`config.mk`:
```
export PLATFORM = sky130hd
export DESIGN_NAME = debounce_filter
export DESIGN_NICKNAME = d
export VERILOG_FILES = /design/src/rtl/debounce_filter_pkg.sv /design/src/rtl/debounce_channel.sv /design/src/rtl/debounce_filter.sv
export SDC_FILE = /design/constraint.sdc
export NUM_CORES = 1
export LEC_CHECK = 0
export CAP_MARGIN = 20
export CORE_MARGIN = 3
export CORE_UTILIZATION = 55
export CTS_CLUSTER_SIZE = 24
export DETAILED_ROUTE_END_ITERATION = 8
export PLACE_DENSITY = 0.82
export SLEW_MARGIN = 20
export SYNTH_ARGS = -nofsm -noshare
export SYNTH_HDL_FRONTEND = slang
export SYNTH_SLANG_ARGS = --single-unit
```
`constraint.sdc`:
```
create_clock -name clock -period 2.57 [get_ports clock]
set_clock_uncertainty 0.1 [all_clocks]
set_input_delay 0.514 -clock clock [delete_from_list [all_inputs] [get_ports clock]]
set_output_delay 0.514 -clock clock [all_outputs]
set_load 0.02 [all_outputs]
```
`src/rtl/debounce_filter_pkg.sv`:
```
// Shared constants and helpers for the debounce filter.
// Defaults match the board's four push-button inputs.
package debounce_filter_pkg;

    localparam int   DEF_CHANNELS    = 4;
    localparam int   DEF_STABLE      = 4;
    localparam int   DEF_SYNC_STAGES = 2;
    localparam logic DEF_INIT_VALUE  = 1'b0;

    function automatic int cnt_width(input int stable);
        return $clog2(stable + 1);
    endfunction

endpackage

```
`src/rtl/debounce_channel.sv`:
```
// One debounce lane: synchroniser, stability counter,
// filtered level and registered edge pulses.
module debounce_channel
    import debounce_filter_pkg::*;
#(
    parameter int   STABLE      = DEF_STABLE,
    parameter int   SYNC_STAGES = DEF_SYNC_STAGES,
    parameter logic INIT_VALUE  = DEF_INIT_VALUE
) (
    input  logic clock,
    input  logic reset_n,
    input  logic enable,
    input  logic sig_in,
    output logic sig_out,
    output logic rise,
    output logic fall,
    output logic pulse_d
);

    localparam int CW = cnt_width(STABLE);
    localparam logic [CW-1:0] LAST = CW'(STABLE - 1);

    logic [SYNC_STAGES-1:0] sync;
    logic [CW-1:0]          cnt;
    logic [CW-1:0]          cnt_d;
    logic                   out_d;
    logic                   rise_d;
    logic                   fall_d;
    logic                   s;

    assign s = sync[SYNC_STAGES-1];

    always_ff @(posedge clock or negedge reset_n) begin
        if (!reset_n) begin
            sync <= {SYNC_STAGES{INIT_VALUE}};
        end else begin
            sync[0] <= sig_in;
            for (int i = 1; i < SYNC_STAGES; i++) begin
                sync[i] <= sync[i-1];
            end
        end
    end

    // A differing sample on the last count commits the new level.
    always_comb begin
        cnt_d  = cnt;
        out_d  = sig_out;
        rise_d = 1'b0;
        fall_d = 1'b0;
        if (!enable) begin
            cnt_d = '0;
        end else if (s == sig_out) begin
            cnt_d = '0;
        end else if (cnt == LAST) begin
            cnt_d  = '0;
            out_d  = s;
            rise_d = s;
            fall_d = ~s;
        end else begin
            cnt_d = cnt + CW'(1);
        end
    end

    assign pulse_d = rise_d | fall_d;

    always_ff @(posedge clock or negedge reset_n) begin
        if (!reset_n) begin
            cnt     <= '0;
            sig_out <= INIT_VALUE;
            rise    <= 1'b0;
            fall    <= 1'b0;
        end else begin
            cnt     <= cnt_d;
            sig_out <= out_d;
            rise    <= rise_d;
            fall    <= fall_d;
        end
    end

endmodule

```
`src/rtl/debounce_filter.sv`:
```
// Multi-channel debounce filter: independent lanes plus
// a shared registered "any edge" pulse.
module debounce_filter
    import debounce_filter_pkg::*;
#(
    parameter int   CHANNELS    = DEF_CHANNELS,
    parameter int   STABLE      = DEF_STABLE,
    parameter int   SYNC_STAGES = DEF_SYNC_STAGES,
    parameter logic INIT_VALUE  = DEF_INIT_VALUE
) (
    input  logic                clock,
    input  logic                reset_n,
    input  logic                enable,
    input  logic [CHANNELS-1:0] sig_in,
    output logic [CHANNELS-1:0] sig_out,
    output logic [CHANNELS-1:0] rise,
    output logic [CHANNELS-1:0] fall,
    output logic                changed
);

    logic [CHANNELS-1:0] pulse_d;

    for (genvar i = 0; i < CHANNELS; i++) begin : g_ch
        debounce_channel #(
            .STABLE      (STABLE),
            .SYNC_STAGES (SYNC_STAGES),
            .INIT_VALUE  (INIT_VALUE)
        ) u_ch (
            .clock   (clock),
            .reset_n (reset_n),
            .enable  (enable),
            .sig_in  (sig_in[i]),
            .sig_out (sig_out[i]),
            .rise    (rise[i]),
            .fall    (fall[i]),
            .pulse_d (pulse_d[i])
        );
    end

    // Built from next-state pulses so it lines up with rise/fall.
    always_ff @(posedge clock or negedge reset_n) begin
        if (!reset_n) begin
            changed <= 1'b0;
        end else begin
            changed <= |pulse_d;
        end
    end

endmodule

```
### Signal wires by layer, run 1

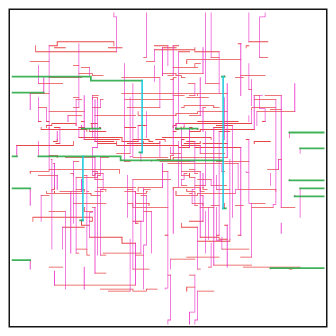
| colour | layer | wire length |
|---|---|---|
| magenta | metal 2 | 898 um |
| cyan | metal 4 | 45.6 um |
| red | metal 1 | 755 um |
| green | metal 3 | 109 um |
average wire per standard cell: 13.0 um
sum of routed wire length over all layers: 1810 um

### I/O pins on the die edge, run 1

Pins as bars across the die edge, other pins in grey.
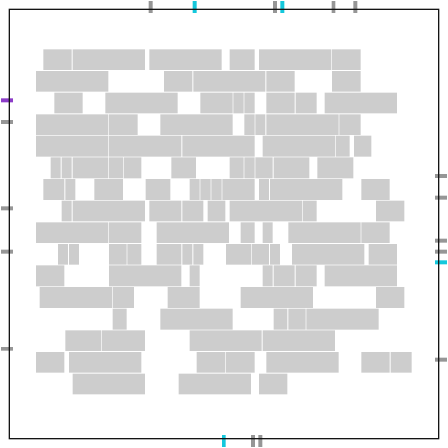
| colour | port | pins | direction | edge |
|---|---|---|---|---|
| cyan | sig_out | 4 | output | 2 top, 1 bottom, 1 right |
| purple | clock | 1 | input | left |
all pins by edge: 6 right, 6 top, 5 left, 3 bottom
chip height: 53.9 um
number of input and output port buffers inserted: 19

### Clock wires, drivers and flops, run 1

The bar under the picture is 20 um long.
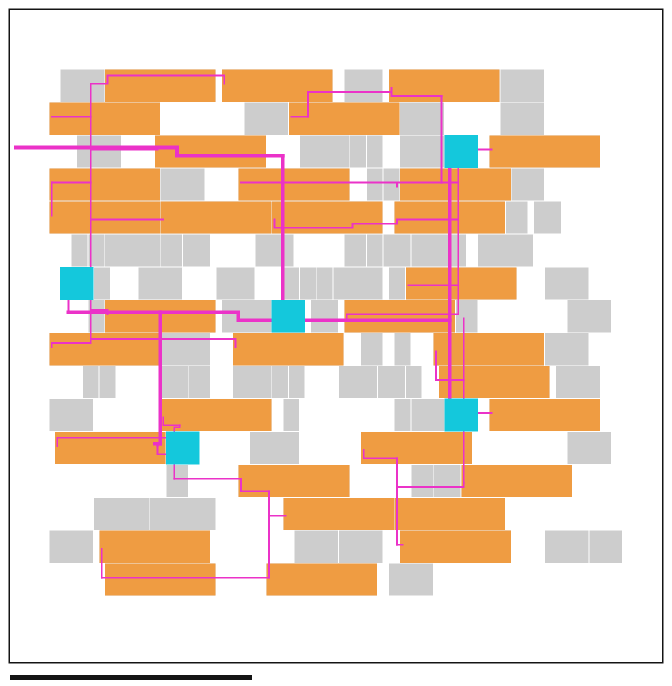
[magenta] clock wires | length: 355 um
[cyan] clock drivers | count: 5
[orange] flip-flops | count: 33
routed clock nets: 6

==> results.txt, run 1 <==
Summary of implementation figures.

Run status
The run finished with clean final reports.

Place
Including well taps, the total number of placed cells is 131. Once placement finished, the instance area stood at 1400 sq um. Setup slack on the worst path after placement came out at 0.563 ns.

Clock tree
Per the CTS log, the root buffer master is sky130_fd_sc_hd__clkbuf_4. The quantity of gates resized following cts is 0. The clock network latency to the later pin of the worst-skew pair is 0.33 ns. The clock-pin slew on the worst setup and hold paths is 0.10 ns.

Setup path
For this design, the slowest cell found on the critical path is sky130_fd_sc_hd__clkdlybuf4s50_1. The reg-to-reg critical path startpoint is g_ch[2].u_ch.cnt[0]. For the worst reg-to-reg path, the endpoint reported by OpenROAD is g_ch[2].u_ch.sig_out. Traced cell by cell, the critical path runs through clkdlybuf4s50_1.

Power
The sequential power is 560 uW. In this run the power density over the cells is 631 nW/um^2. The worst-case IR drop observed on VDD is 0.454 mV. The share of power burned in combinational logic is 9.5%. The combinational group power is 86.5 uW.

Global route
Entering global routing, the biggest net connects 34 pins. The met1 track utilization from global routing is 16.1%. The total global-route track usage is 15.6%.

Layout
Counting plain and timing-repair buffers in the layout gives 20. The number of clock buffer instances in the layout is 6. The largest registers in the layout are g_ch.u_ch.cnt (12), g_ch.u_ch.sync (8). Measured on the final layout, the clock distribution area share stands at 3.54%.

In the final layout, non-clock buffers account for 13.7% of the cell area. After the last flow step, the layout net total stands at 122. The count of placed standard cells in the final layout, fillers left out is 139. The area taken by flip-flops and latches is 826 sq um. The combinational cell area excluding buffers and inverters is 317 sq um.

The biggest area consumer among cell classes is registers. The layout-stage area growth over the synthesis result is 14.9%.

Hold path
The worst hold-check path type is flip-flop to flip-flop.

Routing
The number of design rule violations left after detail routing is 0. For this block, the initial DRC count from the detailed router was 2. The detailed-routed wire length on met2 is 897 um.

Logic synthesis
The synthesis run shows the most used standard cells to be 33 x sky130_fd_sc_hd__dfrtp_1, 12 x sky130_fd_sc_hd__buf_4, 12 x sky130_fd_sc_hd__nor2_1, 6 x sky130_fd_sc_hd__inv_1. Per the synthesis report, the AND-OR/OR-AND share of the synthesized area is 0%. Summed over all instances, the cell type with the most area after synthesis is sky130_fd_sc_hd__dfrtp_1. Yosys printed 0 warnings.

The share of the synthesized area in the top cell type is 65.5%. In this run, the synthesized area fraction spent on xor and xnor cells is recorded as 2.78%. The count of cell types in the netlist is 21.

STA
The top achievable clock speed is 0.506 GHz. Setup repair after global routing left no endpoint under its margin.

Job
The stage logs contain a warning count of 26. The number of max-cap violations is 0.

Floorplan
The design received a total of 27 well taps at floorplan.
--- run 2 (diff from run 1) ---
--- a/config.mk
+++ b/config.mk
@@ -7,10 +7,10 @@
 export LEC_CHECK = 0
 export CAP_MARGIN = 20
 export CORE_MARGIN = 3
-export CORE_UTILIZATION = 55
+export CORE_UTILIZATION = 51
 export CTS_CLUSTER_SIZE = 24
 export DETAILED_ROUTE_END_ITERATION = 8
-export PLACE_DENSITY = 0.82
+export PLACE_DENSITY = 0.76
 export SLEW_MARGIN = 20
 export SYNTH_ARGS = -nofsm -noshare
 export SYNTH_HDL_FRONTEND = slang
==> constraint.sdc (replaced) <==
create_clock -name clock -period 1.85 [get_ports clock]
set_clock_uncertainty 0.1 [all_clocks]
set_input_delay 0.37 -clock clock [delete_from_list [all_inputs] [get_ports clock]]
set_output_delay 0.37 -clock clock [all_outputs]
set_load 0.02 [all_outputs]
==> results.txt, run 2 <==
Summary of implementation figures.

Run status
The flow ran to the end, and the final reports show no timing, DRC or antenna violations.

Routing
The script parses the final routing iteration and logs DRC violations as 0. The routed wire length per instance is 11.6 um. Summed over all nets, wire length on met2 after detailed routing comes to 818 um. The detailed router finished its first iteration with 22 violations. The wire length recorded after detailed routing is 1670 um.

Global route
Overall routing resource usage recorded by global route was 12.8%. The met1 track utilization from global routing is 15.8%. The pin count of the biggest net entering global routing is 34.

Power
For the sequential group, total power comes out at 777 uW. The combinational group power is 117 uW. Of the total power, combinational logic draws 9.1%.

Place
The detailed placer reported the number of placed instances as 136. Per the detailed placement report, the placed cell area equals 1430 sq um. The post-placement worst setup slack is 0.0338 ns. The buffer_ports step reported a buffer count of 19.

Layout
The combinational cell area excluding buffers and inverters is 317 sq um. In the final layout, the registers with the most flip-flops are g_ch.u_ch.cnt (12), g_ch.u_ch.sync (8). The area taken by flip-flops and latches is 826 sq um.

The number of nets in the final layout is 126. The biggest area consumer among cell classes is registers. The number of signal-net buffers in the layout is 24. After layout, the clock buffer instance count stands at 7.

Logic synthesis
The top cell type by total area after synthesis is sky130_fd_sc_hd__dfrtp_1. Per the synthesis report, the number of distinct cell types is 21. The cell-mix breakdown from Yosys lists the XOR/XNOR area share as 2.78%.

The aoi/oai-family share of the synthesized area is 0%. Counting instances in the post-synthesis netlist gives the leading cell types as 33 x sky130_fd_sc_hd__dfrtp_1, 12 x sky130_fd_sc_hd__buf_4, 12 x sky130_fd_sc_hd__nor2_1, 6 x sky130_fd_sc_hd__inv_1.

Floorplan
Measured along the y axis, the die boundary spans 55.7 um. The number of well-tap cells placed is 28.

Setup path
STA lists the startpoint of the worst register-to-register path as g_ch[1].u_ch.sync[1]. The capture point of the worst register-to-register path is recorded as g_ch[1].u_ch.sig_out.

STA
Setup repair after global routing left no endpoint under its margin.

Hold path
The worst hold-check path type is flip-flop to flip-flop.

Job
The number of max-cap violations is 0.

Clock tree
The report lists the number of cells resized after CTS as 0.
### Placement by cell class, run 2

Fill, decap, tap and diode cells in grey.
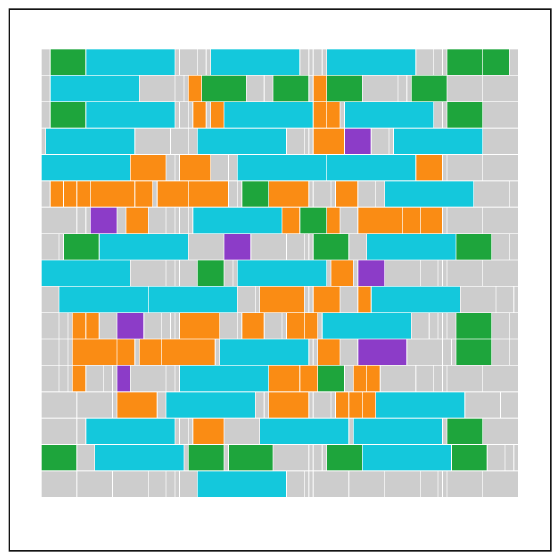
| colour | class | cells | share of their area |
|---|---|---|---|
| purple | clock drivers and dummy loads | 7 | 3.8% |
| cyan | sequential cells | 33 | 57% |
| orange | combinational and other logic | 51 | 23% |
| green | remaining buffers and delay cells | 24 | 16% |

Power and IR drop assume default switching activity.
